===== src/rtl/isp_pad_pkg.sv =====
// Shared types and sizing helpers for the stream border-pad stage.
package isp_pad_pkg;

   typedef enum logic [2:0] {
      S_IDLE   = 3'd0,
      S_TOP    = 3'd1,
      S_LEFT   = 3'd2,
      S_BODY   = 3'd3,
      S_RIGHT  = 3'd4,
      S_BOTTOM = 3'd5
   } pad_state_t;

   localparam logic PAD_ZERO = 1'b0;
   localparam logic PAD_REPL = 1'b1;

   function automatic int pad_border(input int kernel);
      return (kernel - 1) / 2;
   endfunction

   function automatic int frame_size(input int width, input int height, input int kernel);
      return (height + 2 * pad_border(kernel)) * (width + 2 * pad_border(kernel));
   endfunction

endpackage


===== src/rtl/pad_xy_counter.sv =====
// Output-raster position counters plus the region-boundary flags the pad FSM steers by.
module pad_xy_counter #(
   parameter int WIDTH  = 320,
   parameter int HEIGHT = 240,
   parameter int B      = 3
) (
   input  logic        clk,
   input  logic        reset,
   input  logic        step,
   output logic [31:0] idx,
   output logic        col_first,
   output logic        col_left_end,
   output logic        col_repl_end,
   output logic        col_body_end,
   output logic        col_last,
   output logic        row_top_end,
   output logic        row_body_end,
   output logic        frame_end
);

   localparam int OW = WIDTH + 2 * B;
   localparam int OH = HEIGHT + 2 * B;
   localparam int CW = $clog2(OW + 1);
   localparam int RW = $clog2(OH + 1);

   logic [CW-1:0] col;
   logic [RW-1:0] row;

   // All flags describe the position of the next pixel to be emitted.
   assign col_first    = (col == CW'(0));
   assign col_left_end = (col == CW'(B - 1));
   assign col_repl_end = (col == CW'(B));
   assign col_body_end = (col == CW'(B + WIDTH - 1));
   assign col_last     = (col == CW'(OW - 1));
   assign row_top_end  = (row == RW'(B - 1));
   assign row_body_end = (row == RW'(B + HEIGHT - 1));
   assign frame_end    = col_last && (row == RW'(OH - 1));

   always_ff @(posedge clk) begin
      if (reset) begin
         col <= '0;
         row <= '0;
         idx <= '0;
      end else if (step) begin
         if (col_last) begin
            col <= '0;
            row <= (row == RW'(OH - 1)) ? '0 : row + 1'b1;
         end else begin
            col <= col + 1'b1;
         end
         idx <= frame_end ? '0 : idx + 32'd1;
      end
   end

endmodule


===== src/rtl/stream_border_pad.sv =====
// Border-insertion stage: wraps a WIDTHxHEIGHT pixel stream with B rows/columns of
// zero or edge-replicated padding, stalling upstream while pad pixels are inserted.
module stream_border_pad
   import isp_pad_pkg::*;
#(
   parameter int WIDTH  = 320,
   parameter int HEIGHT = 240,
   parameter int KERNEL = 7,
   parameter int CH     = 3,
   parameter int DW     = 8
) (
   input  logic                clk,
   input  logic                reset,
   input  logic                newFrame,
   input  logic                mode,
   input  logic                iValid,
   output logic                iReady,
   input  logic [CH*DW-1:0]    iData,
   output logic                oValid,
   output logic [CH*DW-1:0]    oData,
   output logic [31:0]         oCnt,
   output logic                oDone,
   output logic [2:0]          fsm_state
);

   localparam int B  = pad_border(KERNEL);
   localparam int PW = CH * DW;

   pad_state_t    state, nstate, act;
   logic          mode_q, repl;
   logic [PW-1:0] edge_q, pix_nxt;
   logic          emit, load_edge, done_nxt, ready_nxt, xfer;
   logic [31:0]   idx;
   logic          col_first, col_left_end, col_repl_end, col_body_end, col_last;
   logic          row_top_end, row_body_end, frame_end;

   // Input handshake: a pixel moves when iValid && iReady in the same cycle; iReady is
   // registered and never depends on iValid. The output side has no back-pressure.
   assign xfer      = iValid && iReady;
   assign fsm_state = state;

   pad_xy_counter #(.WIDTH(WIDTH), .HEIGHT(HEIGHT), .B(B)) u_xy (
      .clk          (clk),
      .reset        (reset),
      .step         (emit),
      .idx          (idx),
      .col_first    (col_first),
      .col_left_end (col_left_end),
      .col_repl_end (col_repl_end),
      .col_body_end (col_body_end),
      .col_last     (col_last),
      .row_top_end  (row_top_end),
      .row_body_end (row_body_end),
      .frame_end    (frame_end)
   );

   // A newFrame in IDLE behaves as the first TOP cycle so pixel 0 leaves one cycle later.
   always_comb begin
      act       = (state == S_IDLE && newFrame) ? S_TOP : state;
      repl      = (state == S_IDLE) ? (mode == PAD_REPL) : (mode_q == PAD_REPL);
      nstate    = act;
      emit      = 1'b0;
      load_edge = 1'b0;
      done_nxt  = 1'b0;
      pix_nxt   = '0;
      case (act)
         S_IDLE: nstate = S_IDLE;
         S_TOP: begin
            emit = 1'b1;
            if (row_top_end && col_last) nstate = S_LEFT;
         end
         S_LEFT: begin
            if (!repl) begin
               emit = 1'b1;
               if (col_left_end) nstate = S_BODY;
            end else if (col_first) begin
               if (xfer) begin
                  emit      = 1'b1;
                  load_edge = 1'b1;
                  pix_nxt   = iData;
               end
            end else begin
               // The final copy at column B is the real x=0 pixel.
               emit    = 1'b1;
               pix_nxt = edge_q;
               if (col_repl_end) nstate = S_BODY;
            end
         end
         S_BODY: begin
            if (xfer) begin
               emit      = 1'b1;
               load_edge = 1'b1;
               pix_nxt   = iData;
               if (col_body_end) nstate = S_RIGHT;
            end
         end
         S_RIGHT: begin
            emit    = 1'b1;
            pix_nxt = repl ? edge_q : '0;
            if (col_last) nstate = row_body_end ? S_BOTTOM : S_LEFT;
         end
         S_BOTTOM: begin
            emit = 1'b1;
            if (frame_end) begin
               nstate   = S_IDLE;
               done_nxt = 1'b1;
            end
         end
         default: nstate = S_IDLE;
      endcase
      ready_nxt = (nstate == S_BODY) ||
                  (nstate == S_LEFT && repl && !(act == S_LEFT && emit));
   end

   always_ff @(posedge clk) begin
      if (reset) begin
         state  <= S_IDLE;
         mode_q <= PAD_ZERO;
         edge_q <= '0;
         iReady <= 1'b0;
         oValid <= 1'b0;
         oData  <= '0;
         oCnt   <= '0;
         oDone  <= 1'b0;
      end else begin
         state  <= nstate;
         iReady <= ready_nxt;
         oValid <= emit;
         oDone  <= done_nxt;
         if (state == S_IDLE && newFrame) mode_q <= mode;
         if (load_edge) edge_q <= iData;
         if (emit) begin
            oData <= pix_nxt;
            oCnt  <= idx;
         end else if (state == S_IDLE) begin
            oCnt <= '0;
         end
      end
   end

endmodule


===== config.mk =====
export PLATFORM = sky130hd
export DESIGN_NAME = stream_border_pad
export DESIGN_NICKNAME = d
export VERILOG_FILES = /design/src/rtl/isp_pad_pkg.sv /design/src/rtl/pad_xy_counter.sv /design/src/rtl/stream_border_pad.sv
export SDC_FILE = /design/constraint.sdc
export NUM_CORES = 1
export LEC_CHECK = 0
export CELL_PAD_IN_SITES_DETAIL_PLACEMENT = 0
export CELL_PAD_IN_SITES_GLOBAL_PLACEMENT = 1
export CORE_ASPECT_RATIO = 1.75
export CORE_UTILIZATION = 48
export DETAILED_ROUTE_END_ITERATION = 10
export DONT_BUFFER_PORTS = 1
export PLACE_DENSITY = 0.78
export SLEW_MARGIN = 20
export SYNTH_ARGS = -nofsm -noshare
export SYNTH_HDL_FRONTEND = slang
export SYNTH_HIERARCHICAL = 1
export SYNTH_SLANG_ARGS = --single-unit

===== constraint.sdc =====
create_clock -name clk -period 3.3 [get_ports clk]
set_input_delay 0.33 -clock clk [delete_from_list [all_inputs] [get_ports clk]]
set_output_delay 0.33 -clock clk [all_outputs]
set_load 0.05 [all_outputs]

==> flow_metrics.py <==
# Metrics from the implementation run
metrics = {
    "layout": {
        "final_layout_top_logic_cell": "dfxtp_1",
        "nonClkBufAreaFrac": 0.0238,
        "clock_cell_area_share": 0.0978,
        "signal_buffers": 18,
        "mi_logic_area_um2": 2850,
        "comb_share": 0.431,
        "seq_area_frac": 0.412,
        "inverters": 16,
        "multi_input_comb_cells": 432,
        "final_cell_mix": "dfxtp_1 (135), nand2_1 (49), a22o_1 (32), nor2_1 (32), o21ai_0 (30)",
        "diodes": 0,
        "design.seq.count": 136,
        "fin_nets": 658,
        "syn_to_final_growth_pct": 13.1,
        "layout-drive-gt1-share": 0.0978,
        "fillCellCount": 1107,
        "largest_class": "multi-input combinational cells",
        "ff_latch_area_um2": 2720,
    },
    "die": {
        "coreArea_um2": 11900,
        "io_pins": 91,
        "rows": 53,
        "well_tap_count": 137,
        "die_w_um": 85.4,
        "initCoreUtil": 0.490,
        "die_area_um2": 12600,
        "die.size.y_um": 148,
    },
    "placement": {
        "post-dp-hpwl_um": 9910,
        "gp_congestion": 0.820,
        "port_buffers": 0,
    },
    "yosys": {
        "ys_top_logic_family": "AND-OR/OR-AND gates",
        "synth_area_leader_cell": "dfxtp_1",
        "mux_share": 0.0154,
        "synth_area_um2": 5850,
        "simple_gate_area_frac": 0.188,
        "ys_chip_area_um2": 5850,
        "fp_nets": 662,
        "post-synth-top-count-cell": "dfxtp_1",
        "ys_cells": 625,
        "synth_flops": 136,
        "ys_sh_aoi": 0.235,
        "ys_warn_count": 6,
        "syn_area_per_cell_um2": 9.36,
        "synth_seq_share": 0.466,
        "synthDistinctLibCells": 61,
        "synth_cells": 625,
        "dominantRegCellSynth": "dfxtp_1",
        "ys_sh_xor": 0.0315,
        "common_cells": "dfxtp_1 (136), nand2_1 (49), a22o_1 (32), nor2_1 (32), o21ai_0 (30)",
        "synthTopCellsByArea": "dfxtp_1 (47%), a22o_1 (4.8%), o2111ai_1 (3.4%), nand2_1 (3.1%), a22oi_1 (3.0%)",
        "fa_ha_area_frac": 0.0171,
        "top_cell_area_share": 0.466,
        "edf_count": 0,
        "async_flop_share": 0,
    },
    "power": {
        "p_sw_frac": 0.224,
        "clock_power_share": 0.532,
        "p_leak_nw": 2.22,
        "seq_cell_power_w": 0.00167,
        "p_sw_w": 0.000865,
        "ir_drop_mv": 0.383,
        "comb_power_share": 0.035,
        "power_leader": "clock",
        "p_int_w": 0.00300,
        "power_density_nw_per_um2": 584,
        "powerComb_w": 0.000135,
        "p_clk_w": 0.00205,
        "p_seq_frac": 0.433,
    },
    "critical_path": {
        "path_cells": "inv_1 > ha_1 > and4_1 > a21oi_1 > o211ai_2 > inv_1 > nand3_2 > or4_1 > or4_1 > a21oi_1",
        "r2r-start": "u_xy/col[0]",
        "cp-endpoint": "u_xy/idx[30]",
        "crit_slowest_cell": "or4_1",
        "reg2reg_slack_ps": 250,
        "r2r-end": "u_xy/idx[30]",
        "critPathMaxStageDelay_ps": 700,
        "startpoint": "u_xy/col[0]",
        "path_delay_family": "simple AND/OR/NAND/NOR gates",
        "crit_cells": 10,
        "cp-end-kind": "flop",
        "reg2regPathDepth": 10,
        "startpoint_type": "flop",
        "cp_max_fo": 8,
        "cp.required_ps": 3640,
        "cp.arrival_ps": 3400,
        "critical_path_buf_inv_count": 2,
        "criticalPathCategory": "flop to flop",
    },
    "drt": {
        "wl_met2_um": 7690,
        "drtAntennaViolNets": 0,
        "wl_met3_um": 702,
        "drt_iter0_markers": 190,
        "wl_met1_um": 5470,
        "firstDrtPassIters": 4,
        "top_layer_used": "met4",
        "vias": 4786,
        "drc": 0,
        "totalWireLength_um": 14200,
        "routed_via_density": 6.21,
        "wl_per_cell_um": 18.4,
    },
    "grt": {
        "grt_util_met2": 0.435,
        "grt_busiest_layer": "met2",
        "grt_use_total": 0.232,
        "grt_start_max_net_pins": 36,
        "grtUsageMet3": 0.0676,
        "grt_pass1_wl_um": 23300,
        "grt_pass1_vias": 4850,
        "grt_overflow": 0,
        "met1_usage": 0.233,
        "antenna_found_initial": 0,
    },
    "final_timing": {
        "worst_pin_slew_ps": 760,
        "rsz0062_at_grt": "no",
        "final-hold-violation-count": 0,
        "fmax_mhz": 327,
        "setup_viol": 0,
        "finalCritPeriodShare": 0.926,
        "slew_headroom": 0.493,
        "period_needed_ps": 3050,
        "fin_tns_setup_ps": 0,
        "hold_slack_ps": 16.4,
        "drv_slew": 0,
    },
    "cts": {
        "h-tree-depth": 4,
        "ctsHoldBuffers": 4,
        "root_buffer": "clkbuf_16",
        "cts_tree": "yes",
        "cts_setup_buffers": 0,
        "cts_resized": 0,
        "cts_buffer_depth": 2,
        "clkSlewWorstSetupHoldPaths_ps": 60,
    },
    "hold_path": {
        "hp-start": "reset",
        "min_path_type": "input pin to flop",
        "min_to": "oData[18]",
        "min_path_cells": 1,
    },
    "job": {
        "drv_cap": 0,
        "warnings": 31,
    },
    "status": {
        "status": "complete, no violations",
    },
}
registers in the layout, summed over array words and instances, names as in the netlist, 3 cells and up:
name       count
u_xy/idx      32
u_xy/col       9
oData         24
edge_q        24
u_xy/row       8
oCnt          32
fsm_state      3
stage by stage:
stage | instance area, um^2 | utilization | power (W) | std cells | setup slack [ps]
5_1_grt | 6610 | 0.554 | 0.00399 | 771 | 111
4_1_cts | 6610 | 0.554 | 0.00390 | 771 | 278
6_report | 6610 | 0.554 | 0.00386 | 771 | 246
3_5_place_dp | 5920 | 0.496 | 0.00184 | 735 | 299
2_1_floorplan | 5850 | - | 0.00181 | 625 | 364
3_3_place_gp | 5920 | 0.496 | 0.00184 | 735 | 404
Cells by drive strength:
The bar under the picture is 20 um long.
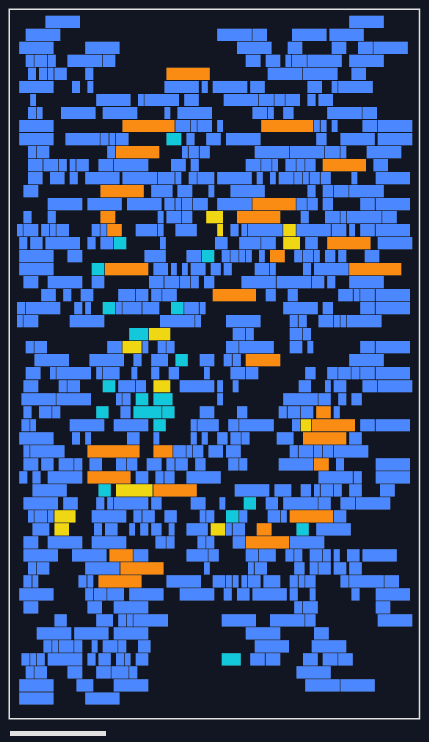
Key: blue = _0 and _1 cells [cells 572]; yellow = _2 cells [cells 12]; orange = _6 and larger [cells 30]; cyan = _3 and _4 cells [cells 20]

Clock nets:
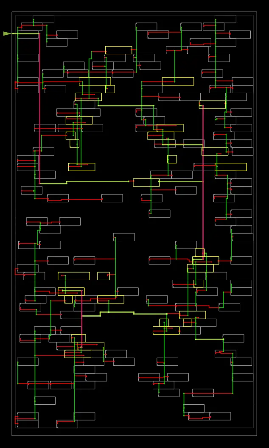
Worst Skew: 9.46 ps
clkbuf count: 18
CTS buffer count: 17
Latency at later pin: 410 ps
clock sinks: 136

I/O pins on the die edge:
Pins as bars across the die edge, other pins in gray.
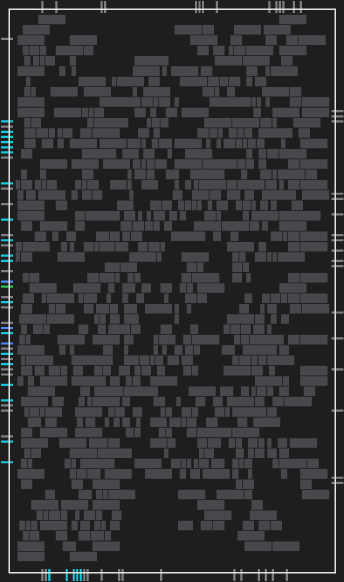
Key: blue = fsm_state [pins 3, direction output, edge left]; cyan = iData [pins 24, direction input, edge 19 left, 5 bottom]; green = iReady [pins 1, direction output, edge left]
All pins by edge: 41 left, 19 bottom, 17 right, 14 top.

Power figures rest on the tool's default switching activity, not on a simulated workload.
